### src/rtl/uart_pkg.sv
// ---------------------------------------------------------------------------
// uart_pkg
// Shared types and defaults for the UART transmit scheduler.
//   sched_state_t : scheduler FSM state encoding
//   DEFAULT_*     : default parameter values for the scheduler
//   max_int       : constant helper used to size the shared timer
// ---------------------------------------------------------------------------
package uart_pkg;

    typedef enum logic [2:0] {
        IDLE      = 3'd0,
        POP       = 3'd1,
        CAPTURE   = 3'd2,
        START     = 3'd3,
        WAIT_DONE = 3'd4,
        GAP       = 3'd5
    } sched_state_t;

    localparam int DEFAULT_DATA_BITS      = 8;
    localparam int DEFAULT_GAP_CYCLES     = 0;
    localparam int DEFAULT_TIMEOUT_CYCLES = 4096;
    localparam int DEFAULT_COUNT_BITS     = 16;

    function automatic int max_int(input int a, input int b);
        return (a > b) ? a : b;
    endfunction

endpackage

### src/rtl/uart_tx_scheduler_if.sv
// ---------------------------------------------------------------------------
// uart_tx_scheduler_if
// Bundles the FIFO-side, transmitter-side and status signals of the
// transmit scheduler.
//   master : the scheduler (drives pop request, start, data, status)
//   slave  : the environment (FIFO + transmitter + control)
// Signals:
//   enable, fifo_isEmpty, fifo_dequeue, tx_busy, tx_done  (to scheduler)
//   fifo_req_dequeue, tx_start, tx_data, busy,
//   frame_count, timeout_err                             (from scheduler)
// ---------------------------------------------------------------------------
interface uart_tx_scheduler_if #(
    parameter int DATA_BITS  = 8,
    parameter int COUNT_BITS = 16
);
    logic                  enable;
    logic                  fifo_isEmpty;
    logic [DATA_BITS-1:0]  fifo_dequeue;
    logic                  fifo_req_dequeue;
    logic                  tx_busy;
    logic                  tx_done;
    logic                  tx_start;
    logic [DATA_BITS-1:0]  tx_data;
    logic                  busy;
    logic [COUNT_BITS-1:0] frame_count;
    logic                  timeout_err;

    modport master (
        input  enable, fifo_isEmpty, fifo_dequeue, tx_busy, tx_done,
        output fifo_req_dequeue, tx_start, tx_data, busy, frame_count, timeout_err
    );

    modport slave (
        output enable, fifo_isEmpty, fifo_dequeue, tx_busy, tx_done,
        input  fifo_req_dequeue, tx_start, tx_data, busy, frame_count, timeout_err
    );
endinterface

### src/rtl/sched_timer.sv
// ---------------------------------------------------------------------------
// sched_timer
// Loadable up-counter with a terminal-count flag. Shared between the
// inter-frame gap and the tx_done watchdog, which never run together.
// Ports:
//   clk, reset : clock and asynchronous active-high reset
//   load       : clear the count to zero (has priority over inc)
//   inc        : advance the count by one
//   terminal   : value at which tc asserts
//   tc         : count equals terminal
// ---------------------------------------------------------------------------
module sched_timer #(
    parameter int WIDTH = 4
) (
    input  logic             clk,
    input  logic             reset,
    input  logic             load,
    input  logic             inc,
    input  logic [WIDTH-1:0] terminal,
    output logic             tc
);
    logic [WIDTH-1:0] count_q;
    logic [WIDTH-1:0] count_d;

    always_comb begin
        count_d = count_q;
        if (load) begin
            count_d = '0;
        end else if (inc) begin
            count_d = count_q + WIDTH'(1);
        end
    end

    always_ff @(posedge clk or posedge reset) begin
        if (reset) begin
            count_q <= '0;
        end else begin
            count_q <= count_d;
        end
    end

    assign tc = (count_q == terminal);

endmodule

### src/rtl/uart_tx_scheduler.sv
// ---------------------------------------------------------------------------
// uart_tx_scheduler
// Pulls bytes from the TX FIFO one at a time and hands each to the UART
// transmitter: pop -> capture -> start -> wait for done (with watchdog)
// -> optional idle gap -> back to idle.
// Ports:
//   clk   : system clock
//   reset : asynchronous active-high reset
//   bus   : uart_tx_scheduler_if.master (FIFO, transmitter, status)
// All outputs come straight from flops; they are computed from the next
// state so they are aligned with the state they describe.
// ---------------------------------------------------------------------------
module uart_tx_scheduler
    import uart_pkg::*;
#(
    parameter int DATA_BITS      = DEFAULT_DATA_BITS,
    parameter int GAP_CYCLES     = DEFAULT_GAP_CYCLES,
    parameter int TIMEOUT_CYCLES = DEFAULT_TIMEOUT_CYCLES,
    parameter int COUNT_BITS     = DEFAULT_COUNT_BITS
) (
    input  logic                    clk,
    input  logic                    reset,
    uart_tx_scheduler_if.master     bus
);
    localparam int TIMER_W = $clog2(max_int(GAP_CYCLES, TIMEOUT_CYCLES) + 1);

    // GAP lasts GAP_CYCLES clocks; the watchdog fires on the clock where the
    // count reaches TIMEOUT_CYCLES-1. Both counts start at zero.
    localparam logic [TIMER_W-1:0] GAP_TERM =
        TIMER_W'((GAP_CYCLES > 0) ? GAP_CYCLES - 1 : 0);
    localparam logic [TIMER_W-1:0] TIMEOUT_TERM =
        TIMER_W'((TIMEOUT_CYCLES > 0) ? TIMEOUT_CYCLES - 1 : 0);

    sched_state_t          state_q, state_d;
    logic [DATA_BITS-1:0]  tx_data_q, tx_data_d;
    logic [COUNT_BITS-1:0] frame_count_q, frame_count_d;
    logic                  timeout_err_q, timeout_err_d;
    logic                  fifo_req_q, fifo_req_d;
    logic                  tx_start_q, tx_start_d;
    logic                  busy_q, busy_d;

    logic                  timer_load;
    logic                  timer_inc;
    logic                  timer_tc;
    logic [TIMER_W-1:0]    timer_terminal;

    assign timer_terminal = (state_q == GAP) ? GAP_TERM : TIMEOUT_TERM;

    sched_timer #(
        .WIDTH (TIMER_W)
    ) u_timer (
        .clk      (clk),
        .reset    (reset),
        .load     (timer_load),
        .inc      (timer_inc),
        .terminal (timer_terminal),
        .tc       (timer_tc)
    );

    always_comb begin
        state_d       = state_q;
        tx_data_d     = tx_data_q;
        frame_count_d = frame_count_q;
        timeout_err_d = timeout_err_q;
        timer_load    = 1'b0;
        timer_inc     = 1'b0;

        case (state_q)
            IDLE: begin
                // FIFO level and transmitter activity only matter here.
                if (bus.enable && !bus.fifo_isEmpty && !bus.tx_busy) begin
                    state_d = POP;
                end
            end
            POP: begin
                state_d = CAPTURE;
            end
            CAPTURE: begin
                // FIFO read data is valid one cycle after the pop request.
                tx_data_d = bus.fifo_dequeue;
                state_d   = START;
            end
            START: begin
                timer_load = 1'b1;
                state_d    = WAIT_DONE;
            end
            WAIT_DONE: begin
                // tx_done is checked first so it wins over a same-cycle expiry.
                if (bus.tx_done) begin
                    frame_count_d = frame_count_q + COUNT_BITS'(1);
                    if (GAP_CYCLES > 0) begin
                        timer_load = 1'b1;
                        state_d    = GAP;
                    end else begin
                        state_d = IDLE;
                    end
                end else if (timer_tc) begin
                    timeout_err_d = 1'b1;
                    state_d       = IDLE;
                end else begin
                    timer_inc = 1'b1;
                end
            end
            GAP: begin
                if (timer_tc) begin
                    state_d = IDLE;
                end else begin
                    timer_inc = 1'b1;
                end
            end
            default: begin
                state_d = IDLE;
            end
        endcase

        fifo_req_d = (state_d == POP);
        tx_start_d = (state_d == START);
        busy_d     = (state_d != IDLE);
    end

    always_ff @(posedge clk or posedge reset) begin
        if (reset) begin
            state_q       <= IDLE;
            tx_data_q     <= '0;
            frame_count_q <= '0;
            timeout_err_q <= 1'b0;
            fifo_req_q    <= 1'b0;
            tx_start_q    <= 1'b0;
            busy_q        <= 1'b0;
        end else begin
            state_q       <= state_d;
            tx_data_q     <= tx_data_d;
            frame_count_q <= frame_count_d;
            timeout_err_q <= timeout_err_d;
            fifo_req_q    <= fifo_req_d;
            tx_start_q    <= tx_start_d;
            busy_q        <= busy_d;
        end
    end

    assign bus.fifo_req_dequeue = fifo_req_q;
    assign bus.tx_start         = tx_start_q;
    assign bus.tx_data          = tx_data_q;
    assign bus.busy             = busy_q;
    assign bus.frame_count      = frame_count_q;
    assign bus.timeout_err      = timeout_err_q;

endmodule
### src/flat_wrapper.sv
// flat-port wrapper written by rule: the top's interface ports become plain ports
module uart_tx_scheduler_flat import uart_pkg::*;
#(
    parameter int DATA_BITS      = DEFAULT_DATA_BITS,
    parameter int GAP_CYCLES     = DEFAULT_GAP_CYCLES,
    parameter int TIMEOUT_CYCLES = DEFAULT_TIMEOUT_CYCLES,
    parameter int COUNT_BITS     = DEFAULT_COUNT_BITS
)
  (clk, reset, bus_enable, bus_fifo_isEmpty, bus_fifo_dequeue, bus_tx_busy, bus_tx_done, bus_fifo_req_dequeue, bus_tx_start, bus_tx_data, bus_busy, bus_frame_count, bus_timeout_err);
  uart_tx_scheduler_if #(.DATA_BITS(DATA_BITS), .COUNT_BITS(COUNT_BITS)) bus_i ();
  input  logic clk;
  input  logic reset;
  input wire logic [$bits(bus_i.enable)-1:0] bus_enable;
  input wire logic [$bits(bus_i.fifo_isEmpty)-1:0] bus_fifo_isEmpty;
  input wire logic [$bits(bus_i.fifo_dequeue)-1:0] bus_fifo_dequeue;
  input wire logic [$bits(bus_i.tx_busy)-1:0] bus_tx_busy;
  input wire logic [$bits(bus_i.tx_done)-1:0] bus_tx_done;
  output wire logic [$bits(bus_i.fifo_req_dequeue)-1:0] bus_fifo_req_dequeue;
  output wire logic [$bits(bus_i.tx_start)-1:0] bus_tx_start;
  output wire logic [$bits(bus_i.tx_data)-1:0] bus_tx_data;
  output wire logic [$bits(bus_i.busy)-1:0] bus_busy;
  output wire logic [$bits(bus_i.frame_count)-1:0] bus_frame_count;
  output wire logic [$bits(bus_i.timeout_err)-1:0] bus_timeout_err;
  assign bus_i.enable = bus_enable;
  assign bus_i.fifo_isEmpty = bus_fifo_isEmpty;
  assign bus_i.fifo_dequeue = bus_fifo_dequeue;
  assign bus_i.tx_busy = bus_tx_busy;
  assign bus_i.tx_done = bus_tx_done;
  assign bus_fifo_req_dequeue = bus_i.fifo_req_dequeue;
  assign bus_tx_start = bus_i.tx_start;
  assign bus_tx_data = bus_i.tx_data;
  assign bus_busy = bus_i.busy;
  assign bus_frame_count = bus_i.frame_count;
  assign bus_timeout_err = bus_i.timeout_err;
  uart_tx_scheduler #(.DATA_BITS(DATA_BITS), .GAP_CYCLES(GAP_CYCLES), .TIMEOUT_CYCLES(TIMEOUT_CYCLES), .COUNT_BITS(COUNT_BITS)) u_core (.clk(clk), .reset(reset), .bus(bus_i));
endmodule
### config.mk
export PLATFORM = sky130hd
export DESIGN_NAME = uart_tx_scheduler_flat
export DESIGN_NICKNAME = d
export VERILOG_FILES = /design/src/rtl/uart_pkg.sv /design/src/rtl/uart_tx_scheduler_if.sv /design/src/rtl/sched_timer.sv /design/src/rtl/uart_tx_scheduler.sv /design/src/flat_wrapper.sv
export SDC_FILE = /design/constraint.sdc
export NUM_CORES = 1
export LEC_CHECK = 0
export CAP_MARGIN = 20
export CORE_MARGIN = 2
export CORE_UTILIZATION = 40
export DETAILED_ROUTE_END_ITERATION = 12
export PLACE_DENSITY = 0.62
export SLEW_MARGIN = 20
export SYNTH_ARGS = -nofsm -noshare
export SYNTH_HDL_FRONTEND = slang
export SYNTH_SLANG_ARGS = --single-unit
### constraint.sdc
create_clock -name clk -period 2.4 [get_ports clk]
set_input_delay 0.24 -clock clk [delete_from_list [all_inputs] [get_ports clk]]
set_output_delay 0.24 -clock clk [all_outputs]
set_load 0.02 [all_outputs]
==> results.cfg, run 1 <==
; generated from flow reports
[status]
status = complete, no violations

[grt]
antenna_found_initial = 0

[logic_synthesis]
synth-main-ff-cell = dfrtp_1
synth.distinct_cells = 39
common_cells = dfrtp_1 (44), nand2_1 (17), xnor2_1 (14)
ys_top_cells_by_area = dfrtp_1 (54%), xnor2_1 (6.0%), mux2_2 (5.0%)
synthXorXnorAreaFrac_pct = 7.759

[timing]
setup_viol_count_final = 0
hold_viol = 0
drv_slew = 0
finalWorstSetupSlack_ns = 0.4333

[floorplanning]
core_region_area_sq_um = 4817

[clock_network]
cts_buffers = 5
post-cts-setup-buffer-count = 0
clock_path_buffers = 2
clkTransAtPathRegs_ns = 0.09

[drt]
viasPerCell = 5.215
drt_first_pass_iters = 4
ant_nets = 0

[critical_path]
path_cells = and3b_2 > nor3_1 > o2bb2ai_1 > buf_4 > or4_1 > a21oi_1
crit_path_start_kind = flip-flop
critPathBufInv = 1
-- run 1: through the flow --
| step | cells | utilization, % | cell area, sq um |
|---|---|---|---|
| after floorplan | 184 | - | 2032 |
| after global placement | 290 | 52.73 | 2540 |
| after detailed placement | 290 | 52.73 | 2540 |
| after CTS | 298 | 54.68 | 2634 |
| after global routing | 298 | 54.68 | 2634 |
| final | 298 | 54.68 | 2634 |
-- run 1: state kept, by name, indices dropped and copies added, names as in the netlist --
name and count:
u_core.bus.frame_count 16, u_core.u_timer.count_q 13, u_core.bus.tx_data 8, u_core.state_q 3, u_core.bus.busy 1, u_core.bus.fifo_req_dequeue 1, u_core.bus.timeout_err 1, u_core.bus.tx_start 1
-- run 1: metal layers --
| layer | vias to the layer above | wire length [um] | track usage (%) |
|---|---|---|---|
| li1 | 743 | - | - |
| met4 | 0 | 67 | 5.848 |
| met2 | 39 | 2184 | 29.14 |
| met5 | - | 0 | 0 |
| met1 | 763 | 1987 | 24.16 |
| met3 | 9 | 221 | 4.016 |
-- run 1: report_power, final --
part           leakage (nW)  switching (mW)  internal [mW]
clock network        0.0445           0.254          0.234
registers             0.579               0          0.740
logic                 0.515          0.0187         0.0221
total                  1.14           0.273          0.997
-- run 1: worst reg2reg max path, delay by kind of cell (launching register included) --
kind                   cells  cell delay (ns)
AND-OR/OR-AND              2             0.39
AND/OR/NAND/NOR            3             0.78
buffers and inverters      1             0.22
flip-flops                 1             0.50
-- run 1: cell type report --
| type | count | area [sq um] |
|---|---|---|
| clock buffers | 7 | 86.33 |
| clock inverters | 1 | 7.507 |
| fillers | 451 | 2183 |
| inverters | 7 | 26.28 |
| multi-input cells | 127 | 875.8 |
| flip-flops and latches | 44 | 1101 |
| well taps | 67 | 83.83 |
| repair buffers | 45 | 452.9 |
### Cell classes on the final placement, run 1

Scale bar: 20 um.
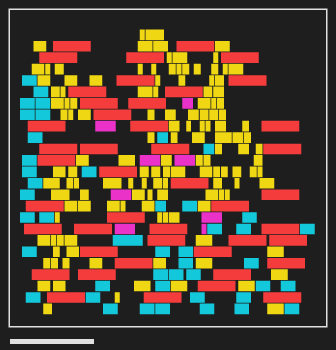
[magenta] clock drivers and dummy loads | cells: 8 | share of their area: 3.7%
[yellow] all other logic | cells: 134 | share of their area: 35%
[red] flip-flops | cells: 44 | share of their area: 43%
[cyan] other buffers and delay cells | cells: 45 | share of their area: 18%

### Clock network drawn from the DEF, run 1

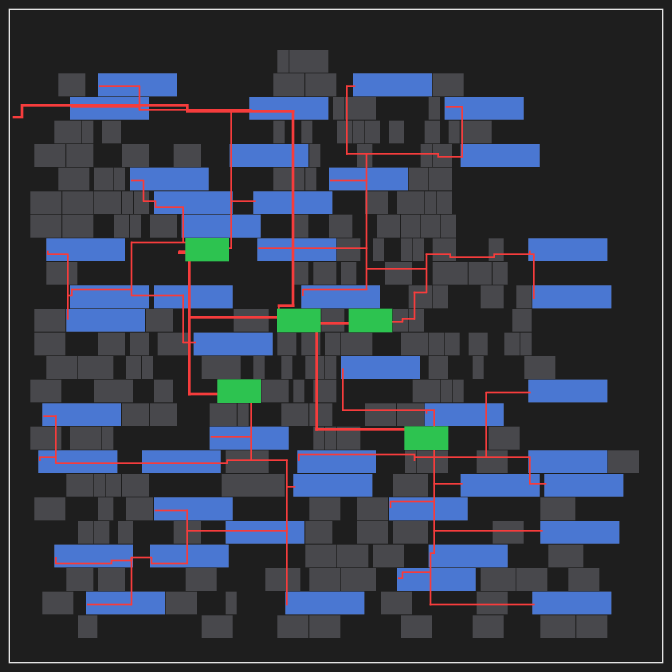
[green] cells driving clock nets | count: 5
[blue] flip-flops | count: 44
[red] clock wires | length: 582 um
routed clock nets: 6
part of the power in the clock network: 38.5%
clock-net power: 488 uW
Clock Skew: 0.004733 ns

### Drive-strength map, run 1

Scale bar: 20 um.
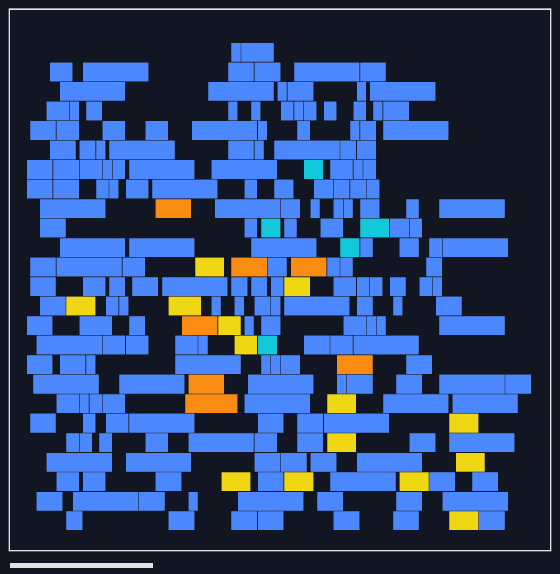
[cyan] drive 3 to 4 | cells: 5 | share: 2.2% | most used: buf_4
[blue] drive 1 or less | cells: 205 | share: 89% | most used: dfrtp_1
[orange] drive 6 and up | cells: 7 | share: 3.0% | most used: clkbuf_8
[yellow] drive 2 | cells: 14 | share: 6.1% | most used: mux2_2
post-route cell area: 2634 sq um
Non-clock buffers: 45

### Clock wiring as the flow saved it, run 1

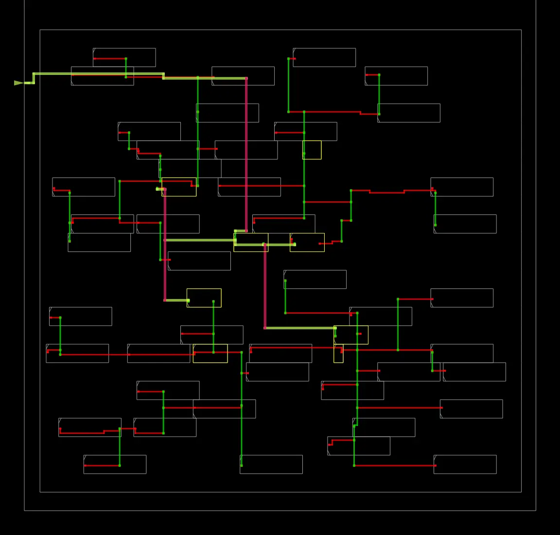

==> run 1 -> run 2 <==
--- a/config.mk
+++ b/config.mk
@@ -9,7 +9,7 @@
 export CORE_MARGIN = 2
 export CORE_UTILIZATION = 40
 export DETAILED_ROUTE_END_ITERATION = 12
-export PLACE_DENSITY = 0.62
+export PLACE_DENSITY = 0.64
 export SLEW_MARGIN = 20
 export SYNTH_ARGS = -nofsm -noshare
 export SYNTH_HDL_FRONTEND = slang
==> constraint.sdc (replaced) <==
create_clock -name clk -period 1.75 [get_ports clk]
set_input_delay 0.175 -clock clk [delete_from_list [all_inputs] [get_ports clk]]
set_output_delay 0.175 -clock clk [all_outputs]
set_load 0.02 [all_outputs]
### Clock wiring as the flow saved it, run 2

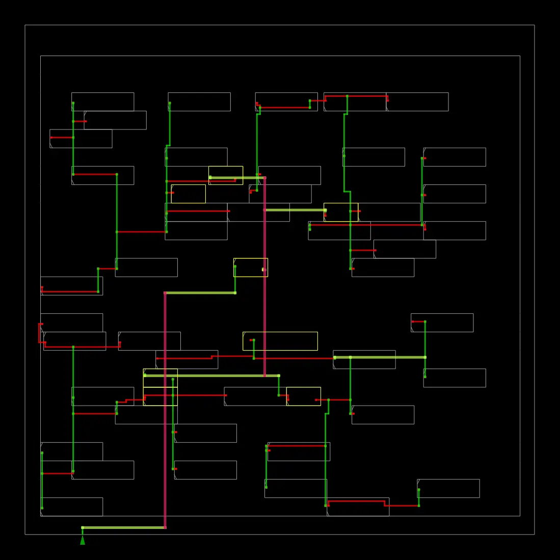
clock-net power: 847 uW
TritonCTS Buffers: 5
clock buf count: 7
Clk Latency, worst-skew pair: 0.29 ns

==> results.cfg, run 2 <==
; generated from flow reports
[drt]
wl_met2_mm = 2.183
ant_nets = 0
m1WireLength_mm = 2.186
viasPerCell = 4.994
drt_first_pass_iters = 4

[timing]
drv_slew = 0
setup_viol_count_final = 1
finalWorstSetupSlack_ns = -0.01591

[grt]
antenna_found_initial = 0
grt_use_met3_pct = 4.552

[final_layout]
stdcell_count = 331

[logic_synthesis]
synth.distinct_cells = 39
ys_top_cells_by_area = dfrtp_1 (54%), xnor2_1 (6.0%), mux2_2 (5.0%)
synth-main-ff-cell = dfrtp_1

[clock_network]
post-cts-setup-buffer-count = 5
clock_path_buffers = 2

[status]
violations = setup timing
status = finished, violations left

[critical_path]
critPathBufInv = 0

[pwr]
p_sw_uw = 367.4
seq_power_mw = 1.02
sw_frac_of_total_pct = 19.16
p_seq_share_pct = 53.0

[floorplanning]
core_region_area_sq_um = 4817
### Clock network drawn from the DEF, run 2

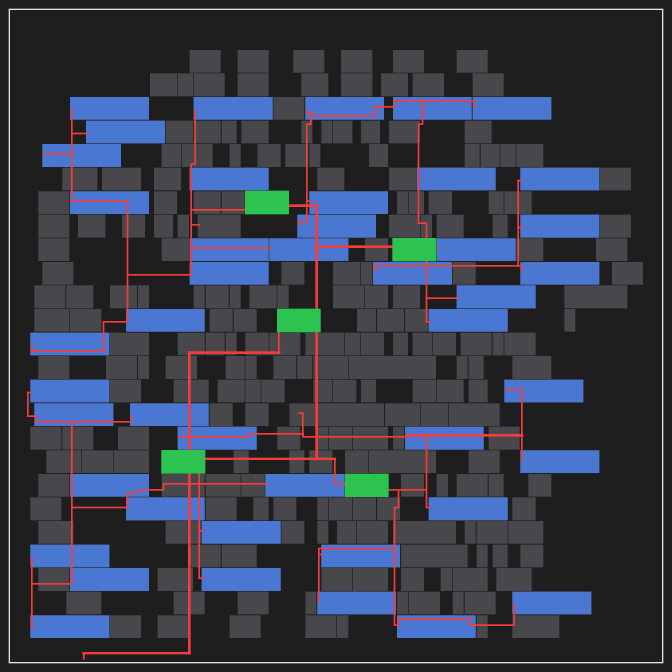
[red] clock wires | length: 535 um
[green] cells driving clock nets | count: 5
[blue] flip-flops | count: 44
flops lie: spread over the die
routed clock nets: 6
part of the power in the clock network: 44.2%
Clock Skew: 0.007779 ns

## run 2: stage by stage
stage | total power, mW | area [sq um]
final | 1.917 | 3075
after global routing | 1.995 | 3075
after CTS | 1.940 | 2929
after detailed placement | 1.093 | 2723
after global placement | 1.092 | 2723
after floorplan | 1.052 | 2037
## run 2: area by class of cell
| class | instances | area [sq um] |
|---|---|---|
| timing repair buffer | 78 | 728.2 |
| sequential | 44 | 1101 |
| multi-input combinational | 127 | 1010 |
| inverter | 7 | 26.28 |
| tap | 67 | 83.83 |
| fill | 396 | 1742 |
| clock buffer | 7 | 96.34 |
| clock inverter | 1 | 30.03 |
## run 2: logic make-up (layout without fill, tap and decap cells)
kind of cell,Yosys count,count (layout),synth area share (%)
DFF,44,44,54.19
and+or+nand+nor,74,74,20.20
xor gates and xnor gates,18,18,7.759
muxes,16,16,8.436
adders and majority gates,2,2,1.231
buffers and inverters,13,93,2.710
AOI/OAI and AO/OA,17,17,5.480
## run 2: worst min-delay path by stage
stage / slack [ns] / cells after the start / from / to
5_1_grt: 0.26 / 3 / reset / u_core.bus.frame_count[15]
3_5_place_dp: 0.45 / 1 / u_core.bus.timeout_err / u_core.bus.timeout_err
3_3_place_gp: 0.46 / 1 / u_core.bus.frame_count[15] / u_core.bus.frame_count[15]
4_1_cts: 0.24 / 3 / reset / u_core.u_timer.count_q[8]
2_1_floorplan: 0.33 / 1 / bus_fifo_dequeue[0] / u_core.bus.tx_data[0]
6_report: 0.23 / 3 / reset / u_core.u_timer.count_q[12]
## run 2: worst reg2reg max path, delay by kind of cell (launching register included)
kind / cells / cell delay (ns)
AND-OR/OR-AND: 2 / 0.26
AND/OR/NAND/NOR: 3 / 1.02
flip-flops: 1 / 0.42
Power and IR drop assume default switching activity.
